### config.mk
export PLATFORM = sky130hd
export DESIGN_NAME = div_unit_flat
export DESIGN_NICKNAME = d
export VERILOG_FILES = /design/src/rtl/div_unit_pkg.sv /design/src/rtl/div_unit_if.sv /design/src/rtl/div_unit_step.sv /design/src/rtl/div_unit.sv /design/src/flat_wrapper.sv
export SDC_FILE = /design/constraint.sdc
export NUM_CORES = 1
export LEC_CHECK = 0
export CAP_MARGIN = 20
export CORE_MARGIN = 3
export CORE_UTILIZATION = 51
export DETAILED_ROUTE_END_ITERATION = 12
export PLACE_DENSITY = 0.74
export SKIP_CTS_REPAIR_TIMING = 1
export SYNTH_ARGS = -nofsm -noshare
export SYNTH_HDL_FRONTEND = slang
export SYNTH_SLANG_ARGS = --single-unit
export TNS_END_PERCENT = 1
### constraint.sdc
create_clock -name clk -period 6.2 [get_ports clk]
set_clock_uncertainty 0.15 [all_clocks]
set_input_delay 1.24 -clock clk [delete_from_list [all_inputs] [get_ports clk]]
set_output_delay 1.24 -clock clk [all_outputs]
set_load 0.01 [all_outputs]
### src/rtl/div_unit_pkg.sv
// Shared definitions for the iterative RV32M divider: widths, op codes,
// FSM state encoding and small decode helpers.
package div_unit_pkg;

    localparam int unsigned XLEN  = 32;
    localparam int unsigned CNT_W = 5;

    localparam logic [6:0]      FUNCT7_MULDIV = 7'b0000001;
    localparam logic [XLEN-1:0] XLEN_MIN      = {1'b1, {(XLEN-1){1'b0}}};

    // funct3[1:0] of the M-extension divide group
    typedef enum logic [1:0] {
        OP_DIV  = 2'b00,
        OP_DIVU = 2'b01,
        OP_REM  = 2'b10,
        OP_REMU = 2'b11
    } div_op_e;

    typedef enum logic [1:0] {
        IDLE = 2'b00,
        BUSY = 2'b01,
        DONE = 2'b10
    } div_state_e;

    function automatic logic op_is_signed(input div_op_e op);
        return ~op[0];
    endfunction

    function automatic logic op_is_rem(input div_op_e op);
        return op[1];
    endfunction

endpackage

### src/rtl/div_unit_if.sv
// Execute-stage <-> divider interface.
//   master : EX stage / hazard unit side (drives the request, sees stall/result)
//   slave  : divider side
interface div_unit_if;
    import div_unit_pkg::*;

    logic               div_start;
    div_op_e            div_op;
    logic [XLEN-1:0]    src_a;
    logic [XLEN-1:0]    src_b;
    logic               div_kill;
    logic               DivStalled;
    logic [XLEN-1:0]    div_result;
    logic               div_valid;

    modport master (
        output div_start, div_op, src_a, src_b, div_kill,
        input  DivStalled, div_result, div_valid
    );

    modport slave (
        input  div_start, div_op, src_a, src_b, div_kill,
        output DivStalled, div_result, div_valid
    );

endinterface

### src/rtl/div_unit_step.sv
// One restoring-division iteration: shift {rem,quo} left by one, trial-subtract
// the divisor from the partial remainder, and set the new quotient LSB when no
// borrow occurs.
// Ports:
//   i_rem, i_quo, i_divisor : current partial remainder / quotient / divisor
//   o_rem, o_quo            : values after this iteration
module div_unit_step
    import div_unit_pkg::*;
(
    input  logic [XLEN-1:0] i_rem,
    input  logic [XLEN-1:0] i_quo,
    input  logic [XLEN-1:0] i_divisor,
    output logic [XLEN-1:0] o_rem,
    output logic [XLEN-1:0] o_quo
);

    logic [XLEN:0] w_shift;
    logic [XLEN:0] w_diff;
    logic          w_borrow;

    // rem < divisor always holds, so the shifted value fits in XLEN+1 bits
    assign w_shift  = {i_rem, i_quo[XLEN-1]};
    assign w_diff   = w_shift - {1'b0, i_divisor};
    assign w_borrow = w_diff[XLEN];

    assign o_rem = w_borrow ? w_shift[XLEN-1:0] : w_diff[XLEN-1:0];
    assign o_quo = {i_quo[XLEN-2:0], ~w_borrow};

endmodule

### src/rtl/div_unit.sv
// Iterative RV32M divider (DIV/DIVU/REM/REMU), one quotient bit per cycle.
// Holds the pipeline through DivStalled while an op is in flight and presents
// the sign-corrected result for one cycle with div_valid.
// Ports:
//   clk  : clock, rising edge
//   rst  : synchronous active-high reset
//   bus  : div_unit_if.slave (start/op/operands/kill in, stall/result/valid out)
// Build option: DIV_EARLY_OUT_EN -- when defined, divide-by-zero and signed
// overflow finish in the issuing IDLE cycle without stalling.
module div_unit
    import div_unit_pkg::*;
(
    input  logic        clk,
    input  logic        rst,
    div_unit_if.slave   bus
);

    div_state_e         r_state;
    div_state_e         w_next_state;
    logic [CNT_W-1:0]   r_cnt;
    logic [XLEN-1:0]    r_rem;
    logic [XLEN-1:0]    r_quo;
    logic [XLEN-1:0]    r_divisor;
    logic               r_neg_q;
    logic               r_neg_r;
    logic               r_is_rem;
    logic               r_dz;
    logic               r_ovf;

    logic               w_signed;
    logic               w_a_neg;
    logic               w_b_neg;
    logic [XLEN-1:0]    w_abs_a;
    logic [XLEN-1:0]    w_abs_b;
    logic               w_dz;
    logic               w_ovf;
    logic               w_load;
    logic [XLEN-1:0]    w_step_rem;
    logic [XLEN-1:0]    w_step_quo;
    logic [XLEN-1:0]    w_quo_fix;
    logic [XLEN-1:0]    w_rem_fix;
    logic [XLEN-1:0]    w_done_result;

    // Operand decode for the IDLE-cycle capture
    assign w_signed = op_is_signed(bus.div_op);
    assign w_a_neg  = w_signed & bus.src_a[XLEN-1];
    assign w_b_neg  = w_signed & bus.src_b[XLEN-1];
    assign w_abs_a  = w_a_neg ? XLEN'(0) - bus.src_a : bus.src_a;
    assign w_abs_b  = w_b_neg ? XLEN'(0) - bus.src_b : bus.src_b;
    assign w_dz     = (bus.src_b == '0);
    assign w_ovf    = w_signed & (bus.src_a == XLEN_MIN) & (bus.src_b == '1);

    div_unit_step u_step (
        .i_rem     (r_rem),
        .i_quo     (r_quo),
        .i_divisor (r_divisor),
        .o_rem     (w_step_rem),
        .o_quo     (w_step_quo)
    );

    // Sign correction, then architected overrides for the special cases
    always_comb begin
        w_quo_fix = r_neg_q ? XLEN'(0) - r_quo : r_quo;
        w_rem_fix = r_neg_r ? XLEN'(0) - r_rem : r_rem;
        if (r_dz) begin
            w_quo_fix = '1;
        end
        if (r_ovf) begin
            w_quo_fix = XLEN_MIN;
            w_rem_fix = '0;
        end
        w_done_result = r_is_rem ? w_rem_fix : w_quo_fix;
    end

    // State register
    always_ff @(posedge clk) begin
        if (rst) begin
            r_state <= IDLE;
        end else begin
            r_state <= w_next_state;
        end
    end

    // Next state and outputs; kill overrides everything except the stall
    always_comb begin
        w_next_state   = r_state;
        w_load         = 1'b0;
        bus.DivStalled = 1'b0;
        bus.div_valid  = 1'b0;
        bus.div_result = '0;

        unique case (r_state)
            IDLE: begin
                if (bus.div_start && !bus.div_kill) begin
`ifdef DIV_EARLY_OUT_EN
                    if (w_dz || w_ovf) begin
                        bus.div_valid = 1'b1;
                        if (op_is_rem(bus.div_op)) begin
                            bus.div_result = w_dz ? bus.src_a : '0;
                        end else begin
                            bus.div_result = w_dz ? '1 : XLEN_MIN;
                        end
                    end else begin
                        bus.DivStalled = 1'b1;
                        w_load         = 1'b1;
                        w_next_state   = BUSY;
                    end
`else
                    bus.DivStalled = 1'b1;
                    w_load         = 1'b1;
                    w_next_state   = BUSY;
`endif
                end
            end
            BUSY: begin
                bus.DivStalled = 1'b1;
                if (r_cnt == '0) begin
                    w_next_state = DONE;
                end
            end
            DONE: begin
                bus.div_valid  = 1'b1;
                bus.div_result = w_done_result;
                w_next_state   = IDLE;
            end
            default: begin
                w_next_state = IDLE;
            end
        endcase

        if (bus.div_kill) begin
            w_next_state   = IDLE;
            w_load         = 1'b0;
            bus.div_valid  = 1'b0;
            bus.div_result = '0;
        end
    end

    // Datapath: capture magnitudes in IDLE, iterate in BUSY
    always_ff @(posedge clk) begin
        if (rst) begin
            r_cnt     <= '0;
            r_rem     <= '0;
            r_quo     <= '0;
            r_divisor <= '0;
            r_neg_q   <= 1'b0;
            r_neg_r   <= 1'b0;
            r_is_rem  <= 1'b0;
            r_dz      <= 1'b0;
            r_ovf     <= 1'b0;
        end else if (w_load) begin
            r_cnt     <= CNT_W'(XLEN - 1);
            r_rem     <= '0;
            r_quo     <= w_abs_a;
            r_divisor <= w_abs_b;
            r_neg_q   <= w_a_neg ^ w_b_neg;
            r_neg_r   <= w_a_neg;
            r_is_rem  <= op_is_rem(bus.div_op);
            r_dz      <= w_dz;
            r_ovf     <= w_ovf;
        end else if (r_state == BUSY && !bus.div_kill) begin
            r_rem <= w_step_rem;
            r_quo <= w_step_quo;
            if (r_cnt != '0) begin
                r_cnt <= r_cnt - CNT_W'(1);
            end
        end
    end

endmodule

### src/flat_wrapper.sv
// flat-port wrapper written by rule: the top's interface ports become plain ports
module div_unit_flat import div_unit_pkg::*;
  (clk, rst, bus_div_start, bus_div_op, bus_src_a, bus_src_b, bus_div_kill, bus_DivStalled, bus_div_result, bus_div_valid);
  div_unit_if bus_i ();
  input  logic clk;
  input  logic rst;
  input wire logic [$bits(bus_i.div_start)-1:0] bus_div_start;
  input wire logic [$bits(bus_i.div_op)-1:0] bus_div_op;
  input wire logic [$bits(bus_i.src_a)-1:0] bus_src_a;
  input wire logic [$bits(bus_i.src_b)-1:0] bus_src_b;
  input wire logic [$bits(bus_i.div_kill)-1:0] bus_div_kill;
  output wire logic [$bits(bus_i.DivStalled)-1:0] bus_DivStalled;
  output wire logic [$bits(bus_i.div_result)-1:0] bus_div_result;
  output wire logic [$bits(bus_i.div_valid)-1:0] bus_div_valid;
  assign bus_i.div_start = bus_div_start;
  assign bus_i.div_op = bus_div_op;
  assign bus_i.src_a = bus_src_a;
  assign bus_i.src_b = bus_src_b;
  assign bus_i.div_kill = bus_div_kill;
  assign bus_DivStalled = bus_i.DivStalled;
  assign bus_div_result = bus_i.div_result;
  assign bus_div_valid = bus_i.div_valid;
  div_unit u_core (.clk(clk), .rst(rst), .bus(bus_i));
endmodule
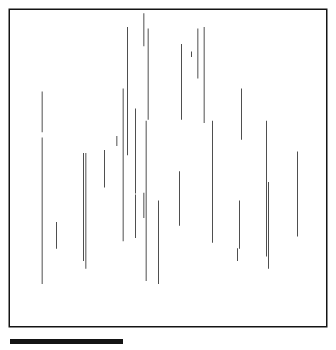
(images/m4.png)
Scale bar: 50 um.
nets with wire on the layer: 25
main direction: vertical
wire length on this layer: 927 um
DR vias: 9,380
routed wire length: 27,900 um

==> flow_metrics.env <==
# yosys + openroad results
export IMPL_outcome="finished, final reports clean"
export IMPL_intPower_uw=1310
export IMPL_finalNonFillerCells=1490
export IMPL_n_tap_cell=225
export IMPL_aoi_share=0.293
export IMPL_place_area_um2=10200
export IMPL_most_common_cell="nand2_1"
export IMPL_end_kind="output port"
export IMPL_seq_share=0.205
export IMPL_p_leak_uw=0.00380
export IMPL_ys_sh_xor=0.141
export IMPL_wl_met2_um=12000
export IMPL_p_comb_frac=0.346
export IMPL_hold_end="u_core.r_ovf$_SDFFE_PP0P_"
export IMPL_areaGrowthSynthToFinish_pct=15.5
export IMPL_cp_data_required_time_ns=4.81
export IMPL_regArea_um2=2160
export IMPL_p_seq_frac=0.372
export IMPL_ys_cells=1216
export IMPL_dp_hpwl_um=20900
export IMPL_routabilityCongestion=0.956
export IMPL_port_buffers=103
export IMPL_synthTopLogicFamily="AND-OR/OR-AND gates"
export IMPL_drc=0
export IMPL_edf_count=0
export IMPL_grt_remaining_overflow=0
export IMPL_min_period_over_period=0.858
export IMPL_finalHoldViolations=0
export IMPL_critPathKind="register to output port"
export IMPL_top_cells_by_count="150 x nand2_1, 109 x a21oi_1, 108 x dfxtp_1, 92 x xor2_1, 89 x nor2_1"
export IMPL_async_flop_share=0
export IMPL_p_seq_uw=782
export IMPL_antenna_found_initial=1
export IMPL_drtPass1Iterations=5
export IMPL_seq_cell_count=108
export IMPL_insertion_delay_ns=0.37
export IMPL_maxCapViolCount=0
export IMPL_mux_area_frac=0.00889
export IMPL_grt_start_max_net_pins=81
export IMPL_numPlacedInstances=1471
export IMPL_yosys_area_um2=9150
export IMPL_switching_share=0.377
export IMPL_grt_pass1_vias=8416
export IMPL_fin_util=0.607
export IMPL_placement_rows=48
export IMPL_synth_adder_area_share=0.0555
export IMPL_pg_clk_uw=591
export IMPL_reg2reg_to="u_core.r_rem[19]$_SDFFE_PP0P_"
export IMPL_clock_path_buffers=2
export IMPL_synth_flops=108
export IMPL_drv_slew=0
export IMPL_crit_end="bus_div_result[31]"
export IMPL_p_clk_frac=0.281
export IMPL_num_antenna_cells=0
export IMPL_ff_type="dfxtp_1"
export IMPL_yosys_area_share_simple=0.209
export IMPL_logic_gate_count=974
export IMPL_layout_drive_gt1_share=0.0506
export IMPL_preCtsSetupSlack_ns=1.26
export IMPL_clock_sinks=108
export IMPL_synthDistinctLibCells=71
export IMPL_die_h_um=140
export IMPL_yosys_warnings=0
export IMPL_holdCritPathClass="register to register"
export IMPL_p_per_area_nw_per_um2=199
export IMPL_clk_share=0.0273
export IMPL_top_power_group="sequential cells"
export IMPL_fp_dieW_um=140
export IMPL_fp_util=0.526
export IMPL_drt_initial_drc_count=943
export IMPL_fin_ws_ns=0.878
export IMPL_busiest_layer="met2"
export IMPL_reg2regPathDepth=13
export IMPL_top_layer="met5"
export IMPL_syn_area_per_cell_um2=7.53
export IMPL_critPathLaunch="u_core.r_quo[10]$_SDFFE_PP0P_"
export IMPL_timing_setup_tns_ns=0
export IMPL_wirelength_met1_um=12900
export IMPL_finalInstanceArea_um2=10600
export IMPL_cts_buffers=9
export IMPL_top_cells_by_area="dfxtp_1 24%, xor2_1 8.8%, nand2_1 6.2%, a21oi_1 6.0%, ha_1 5.3%"
export IMPL_crit_path_start_kind="register"
export IMPL_nNetsFinal=1370
export IMPL_grt_use_met3=0.0526
export IMPL_yosysTopAreaCellShare=0.236
export IMPL_total_power_uw=2100
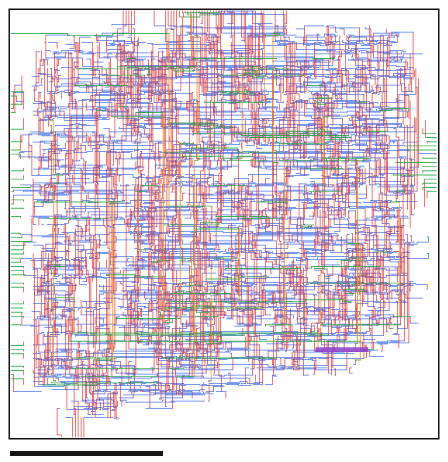
(images/layers.png)
Scale bar: 50 um.
legend:
  red:
    layer: M2
    wire_length: 12,000 um
  orange:
    layer: M4
    wire_length: 927 um
  green:
    layer: M3
    wire_length: 1,920 um
  purple:
    layer: M5
    wire_length: 15.6 um
  blue:
    layer: M1
    wire_length: 12,900 um
All-Layer GR Usage: 0.275
DR WL/cell: 18.7 um

## flip-flops by register name (all words and copies together) (netlist names)
| name | count |
|---|---|
| u_core.r_dz | 1 |
| u_core.r_cnt | 5 |
| u_core.r_rem | 32 |
| u_core.r_state | 2 |
| u_core.r_quo | 32 |
| u_core.r_neg_r | 1 |
| u_core.r_is_rem | 1 |
| u_core.r_divisor | 32 |
| u_core.r_ovf | 1 |
| u_core.r_neg_q | 1 |
## critical path, stage by stage (launching register included)
cell             delay (ns)
dfxtp_1                0.38
or4_4                  0.59
or4_1                  0.45
nand2b_4               0.19
or2_4                  0.29
or2_4                  0.25
o21ai_1                0.18
xnor2_1                0.15
nor3_1                 0.06
o31ai_1                0.38
clkdlybuf4s50_1        0.63
